==> src/rtl/core_seq_ctrl.sv <==
// Multi-cycle FETCH/DECODE/EXEC/MEM/WB sequencer for the RV32 core.
// Drives fetch, IR, ALU strobe, data access, writeback and PC update; traps on illegal opcode or timeout.
module core_seq_ctrl #(
  parameter int XLEN        = 32,
  parameter int MEM_TIMEOUT = 16,
  parameter int CNT_W       = 32
) (
  input  logic             clk,
  input  logic             rst,
  output logic             imem_req,
  input  logic             imem_ack,
  input  logic [XLEN-1:0]  imem_rdata,
  output logic [XLEN-1:0]  instr,
  input  logic             is_type_R,
  input  logic             is_type_I,
  input  logic             is_type_S,
  input  logic             is_type_B,
  input  logic             is_type_U,
  input  logic             is_type_J,
  input  logic             is_load,
  input  logic             branch_taken,
  output logic             alu_en,
  output logic             dmem_req,
  output logic             dmem_we,
  input  logic             dmem_ack,
  output logic             rf_we,
  output logic             pc_we,
  output logic [2:0]       state,
  output logic             trap,
  output logic [1:0]       trap_cause,
  output logic [CNT_W-1:0] retired
);

  typedef enum logic [2:0] {
    S_FETCH  = 3'd0,
    S_DECODE = 3'd1,
    S_EXEC   = 3'd2,
    S_MEM    = 3'd3,
    S_WB     = 3'd4,
    S_TRAP   = 3'd7
  } state_t;

  localparam int CW = $clog2(MEM_TIMEOUT + 1);
  localparam logic [CW-1:0] LAST_WAIT = CW'(MEM_TIMEOUT - 1);

  state_t           r_state;
  state_t           w_next;
  logic [XLEN-1:0]  r_instr;
  logic [CW-1:0]    r_waitCnt;
  logic [CW-1:0]    w_waitNext;
  logic             r_isS;
  logic             r_isB;
  logic             r_isLoad;
  logic             w_flagLoad;
  logic             w_irLoad;
  logic             w_trapSet;
  logic [1:0]       w_cause;
  logic             r_trap;
  logic [1:0]       r_trapCause;
  logic [CNT_W-1:0] r_retired;
  logic [2:0]       w_flagCount;
  logic             w_unusedBranch;

  assign w_unusedBranch = branch_taken;
  assign w_flagCount = {2'b00, is_type_R} + {2'b00, is_type_I} + {2'b00, is_type_S}
                     + {2'b00, is_type_B} + {2'b00, is_type_U} + {2'b00, is_type_J};

  assign state      = r_state;
  assign instr      = r_instr;
  assign trap       = r_trap;
  assign trap_cause = r_trapCause;
  assign retired    = r_retired;

  // Outputs are gated by rst so a handshake in flight drops the moment reset asserts.
  always_comb begin
    w_next     = r_state;
    w_waitNext = '0;
    w_flagLoad = 1'b0;
    w_irLoad   = 1'b0;
    w_trapSet  = 1'b0;
    w_cause    = 2'b00;
    imem_req   = 1'b0;
    dmem_req   = 1'b0;
    dmem_we    = 1'b0;
    alu_en     = 1'b0;
    rf_we      = 1'b0;
    pc_we      = 1'b0;
    if (!rst) begin
      case (r_state)
        S_FETCH: begin
          imem_req = 1'b1;
          if (imem_ack) begin
            w_irLoad = 1'b1;
            w_next   = S_DECODE;
          end else if (r_waitCnt == LAST_WAIT) begin
            w_next    = S_TRAP;
            w_trapSet = 1'b1;
            w_cause   = 2'b10;
          end else begin
            w_waitNext = r_waitCnt + 1'b1;
          end
        end
        S_DECODE: begin
          w_flagLoad = 1'b1;
          if (w_flagCount != 3'd1) begin
            w_next    = S_TRAP;
            w_trapSet = 1'b1;
            w_cause   = 2'b01;
          end else begin
            w_next = S_EXEC;
          end
        end
        S_EXEC: begin
          alu_en = 1'b1;
          if (r_isS || r_isLoad) begin
            w_next = S_MEM;
          end else if (r_isB) begin
            pc_we  = 1'b1;
            w_next = S_FETCH;
          end else begin
            w_next = S_WB;
          end
        end
        S_MEM: begin
          dmem_req = 1'b1;
          dmem_we  = r_isS;
          if (dmem_ack) begin
            pc_we  = r_isS;
            w_next = r_isS ? S_FETCH : S_WB;
          end else if (r_waitCnt == LAST_WAIT) begin
            w_next    = S_TRAP;
            w_trapSet = 1'b1;
            w_cause   = 2'b11;
          end else begin
            w_waitNext = r_waitCnt + 1'b1;
          end
        end
        S_WB: begin
          rf_we  = 1'b1;
          pc_we  = 1'b1;
          w_next = S_FETCH;
        end
        S_TRAP: w_next = S_TRAP;
        default: begin
          w_next    = S_TRAP;
          w_trapSet = 1'b1;
          w_cause   = 2'b01;
        end
      endcase
    end
  end

  // Flags are latched in DECODE so later strobes never depend on decoder glitches.
  always_ff @(posedge clk or posedge rst) begin
    if (rst) begin
      r_state     <= S_FETCH;
      r_instr     <= '0;
      r_waitCnt   <= '0;
      r_isS       <= 1'b0;
      r_isB       <= 1'b0;
      r_isLoad    <= 1'b0;
      r_trap      <= 1'b0;
      r_trapCause <= 2'b00;
      r_retired   <= '0;
    end else begin
      r_state   <= w_next;
      r_waitCnt <= w_waitNext;
      if (w_irLoad) r_instr <= imem_rdata;
      if (w_flagLoad) begin
        r_isS    <= is_type_S;
        r_isB    <= is_type_B;
        r_isLoad <= is_load;
      end
      if (w_trapSet) begin
        r_trap      <= 1'b1;
        r_trapCause <= w_cause;
      end
      if (pc_we) r_retired <= r_retired + 1'b1;
    end
  end

endmodule

==> config.mk <==
export PLATFORM = sky130hd
export DESIGN_NAME = core_seq_ctrl
export DESIGN_NICKNAME = d
export VERILOG_FILES = /design/src/rtl/core_seq_ctrl.sv
export SDC_FILE = /design/constraint.sdc
export NUM_CORES = 1
export LEC_CHECK = 0
export CAP_MARGIN = 15
export CORE_MARGIN = 1.5
export CORE_UTILIZATION = 46
export DETAILED_ROUTE_END_ITERATION = 7
export PLACE_DENSITY = 0.78
export SYNTH_ARGS = -nofsm -noshare
export SYNTH_HDL_FRONTEND = slang
export SYNTH_SLANG_ARGS = --single-unit
export TNS_END_PERCENT = 20
==> constraint.sdc <==
create_clock -name clk -period 5.4 [get_ports clk]
set_clock_uncertainty 0.1 [all_clocks]
set_input_delay 1.08 -clock clk [delete_from_list [all_inputs] [get_ports clk]]
set_output_delay 1.08 -clock clk [all_outputs]
set_load 0.05 [all_outputs]
Power grid:
Scale bar: 20 um. Pins as bars on the die edge.
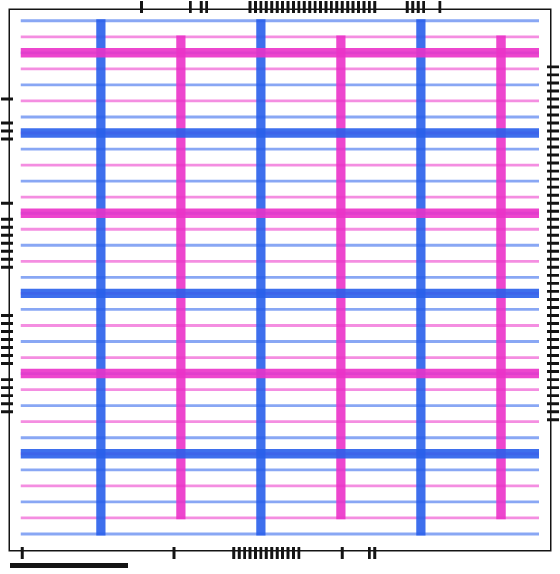
color	net
blue	VSS
magenta	VDD
met4 straps	6
met5 straps	6
signal pins	120
Core ar.: 7647 um2
Die Y: 91.59 um
Die Width: 91.59 um
Max VDD drop: 193.9 uV

Placement by cell class:
Scale bar: 20 um.
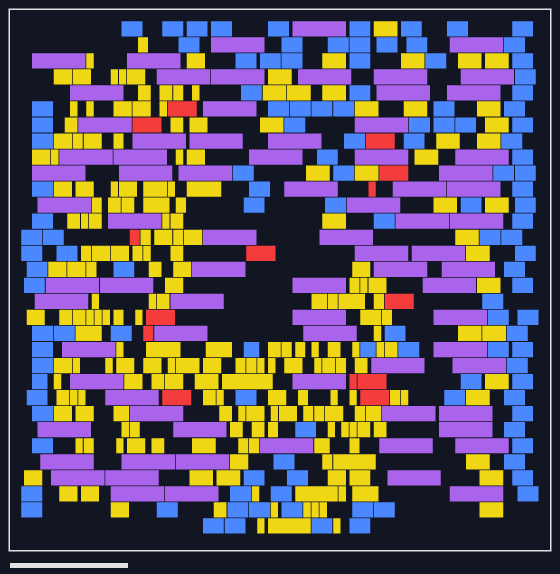
color	class	cells	share of their area
purple	registers	78	40%
red	clock drivers and dummy loads	14	3.2%
blue	remaining buffers and delay cells	120	24%
yellow	remaining logic cells	217	33%
row count: 32
sequential cell area share: 38.79%

==> job_summary.md <==
## PnR job results

| Metric | Value |
|---|---|
| Crit Path Max Fanout | `3` |
| DR iter-0 viols | `127` |
| Final Max Tran Viols | `0` |
| First-pass GRT wire length | `12.98 mm` |
| CP Class | `in -> reg` |
| Yosys cell count | `306` |
| Gpl congestion | `0.8073` |
| Dominant logic cell type in the layout | `clkdlybuf4s50_1` |
| Placed Cells incl. Taps | `517` |
| DR pass1 iterations | `4` |
| Pwr Density | `400.0 nW/um2` |
| Startpoint types | `input port` |
| Hold buffer count at CTS | `0` |
| Final min period | `4.413 ns` |
| GRT Total Usage | `19.37%` |
| H-tree lvl count | `3` |
| Fmax | `226.6 MHz` |
| Final core occ | `65.81%` |
| Antenna-violating nets left | `0` |
| Syn_area_per_cell | `11.80 um2` |
| Grt total ovfl | `0` |
| CP arrival | `4.54 ns` |
| Most numerous logic cells after layout | `117 x clkdlybuf4s50_1, 78 x dfrtp_1, 35 x mux2_2` |
| Final Hold Fails | `0` |
| Tot Pwr | `2013 uW` |
| Cells after Synth | `306` |
| Area leader share | `54.07%` |
| Post_cts resized | `0` |
| WHS | `0.3714 ns` |
| Power Internal | `1194 uW` |
| Setup tns final | `0 ns` |
| Area grow syn2layout | `39.41%` |
| Antenna cell count | `0` |
| CTS sink cnt | `78` |
| Filler cell count | `621` |
| Vias/cell | `5.068` |
| # setup viols final | `0` |
| Rel. slew slack | `35.75%` |
| Total setup buffers inserted after CTS | `0` |
| Synth area leaders | `dfrtp_1 54%, mux2_2 11%, xnor2_1 3.9%, xor2_1 3.9%, nand2_1 2.2%` |
| Max clock buf depth | `2` |
| Final Cycle Share | `81.72%` |
| CTS tree | `yes` |
| Seq share, synth | `54.07%` |
| Crit path DRT | `5.52 ns` |
| Yosys stat area | `3610 um2` |
| Post-DP HPWL | `5.517 mm` |
| Logic cell area | `1531 um2` |
| Status | `complete, no violations` |
| Total CTS buffers | `9` |
| Root Buffer | `clkbuf_8` |
| Non-Filler Instances | `531` |
| Layout cells sized above 1 | `14.22%` |
| Largest net degree at the start of global routing | `80` |
| Ports | `120` |
| Clk latency late pin | `0.34 ns` |
| Switch Pwr | `819.5 uW` |
| Initial antenna violation count | `0` |
| Total Nets Final | `476` |
| Wire per inst | `14.75 um` |
| Clock network fraction of design power | `18.1%` |
| Unique cell types | `46` |
| Leak Pwr | `0.002201 uW` |
| Power share of the sequential group | `39.8%` |
| Slew of the pin with the lowest slew margin | `0.9638 ns` |
| Post-synth top area cell | `dfrtp_1` |
| Logic pwr share | `42.1%` |
| Tool Warnings | `27` |
| Switch share | `40.71%` |
| Fp_density | `47.20%` |
| YS warnings | `0` |
| Flops after synth | `78` |
| Sequential cell area | `1952 um2` |
| Mapped cell area | `3610 um2` |
| DRT Wirelength | `7.831 mm` |
| Max-Cap Viols | `0` |
| Die ar. | `8388 um2` |
| Clk slew on worst S/H paths | `0.07 ns` |
| Setup crit end kind | `flip-flop` |
| Net count after synthesis | `356` |
| Via Count | `2691` |
| Port Buffers | `118` |
| RSZ-0062 raised after global routing | `no` |
| Vias in the first global route | `2694` |
| Drt drc | `0` |
| Hold crit path type | `reg -> reg` |
[logic make-up after synthesis]
logic type | count (synthesis) | share of synthesized area [%]
AOI/OAI and AO/OA | 23 | 4.819
xor gates and xnor gates | 33 | 8.215
adders and majority gates | 6 | 2.704
buffers and inverters | 30 | 3.501
DFF | 78 | 54.07
muxes | 35 | 10.92
and+or+nand+nor | 101 | 15.77
[per-stage QoR]
step	instance area [um2]	worst slack [ns]
floorplan	3610	0.08381
finish	5032	0.9874
global placement	4877	0.6658
CTS	5032	0.9874
detailed placement	4877	0.6076
global route	5032	0.8691
[state kept, by name, indices dropped and copies added (netlist names)]
register and count:
instr 32, r_waitCnt 5, r_isS 1, r_isB 1
retired 32, r_isLoad 1, state 3, trap 1
trap_cause 2
[cell usage after synthesis (all sizes together)]
library cell and count:
inv 19, nor3 14, nand3 10, and4bb 1, and4 3, a21o 1
dfrtp 78, a31oi 2, nor3b 2, a21boi 1, fa 3, a41oi 2
o31ai 1, nor4b 4, ha 3, o41ai 1, o2111ai 1, clkbuf 6
nand2 21, xnor2 17, mux2 35, and3 2, and4b 1, or3 4
o22ai 1, nor2 17, nor4 6, a32oi 1, or4 1, o21ai 5
xor2 16, a32o 1, a2bb2oi 2, or4b 1, nor2b 1, buf 5
nand4 11, a21oi 4, and2 2
[layer usage]
layer / global-route usage (%) / part of all wire [%] / up-vias
li1: - / - / 1310
met1: 25.70 / 45 / 1279
met2: 31.22 / 47 / 89
met3: 3.769 / 5.7 / 13
met4: 7.682 / 2.0 / 0
met5: 0 / 0 / -
[critical path, stage by stage]
cell and delay (ns):
clkdlybuf4s50_1 0.46, inv_1 0.05, fa_1 0.49, fa_1 0.49, inv_1 0.04, ha_1 0.18
fa_1 0.45, or4b_2 0.64, a21oi_1 0.21, nor3_1 0.10, or3_1 0.36
[layout make-up]
type / count / share of cell area (%)
Clock buffer: 12 / 2.884
Clock inverter: 2 / 0.1989
Inverter: 19 / 1.442
Multi-Input combinational cell: 198 / 30.43
Sequential cell: 78 / 38.79
Tap cell: 102 / 2.536
Timing Repair Buffer: 120 / 23.72
[path summary, 6_finish.rpt]
path / startpoint / to / slack [ns] / cells past startpoint
setup / recovery: is_type_R / trap / 0.99 / 11
hold / removal: r_waitCnt[0] / r_waitCnt[0] / 0.37 / 1
setup reg to reg: state[2] / retired[31] / 3.11 / 5
hold reg to reg: r_waitCnt[0] / r_waitCnt[0] / 0.37 / 1
max in group asynchronous: rst / retired[18] / 2.92 / 3
min in group asynchronous: rst / state[0] / 1.66 / 3
[power by group through the flow]
stage	clock network (uW)	registers [uW]	logic, uW
2_1_floorplan	0	1170	194
3_3_place_gp	0	806	842
3_5_place_dp	0	813	854
4_1_cts	375	802	854
5_1_grt	398	821	883
6_report	364	802	847
Power is estimated from default activity; no workload was simulated.
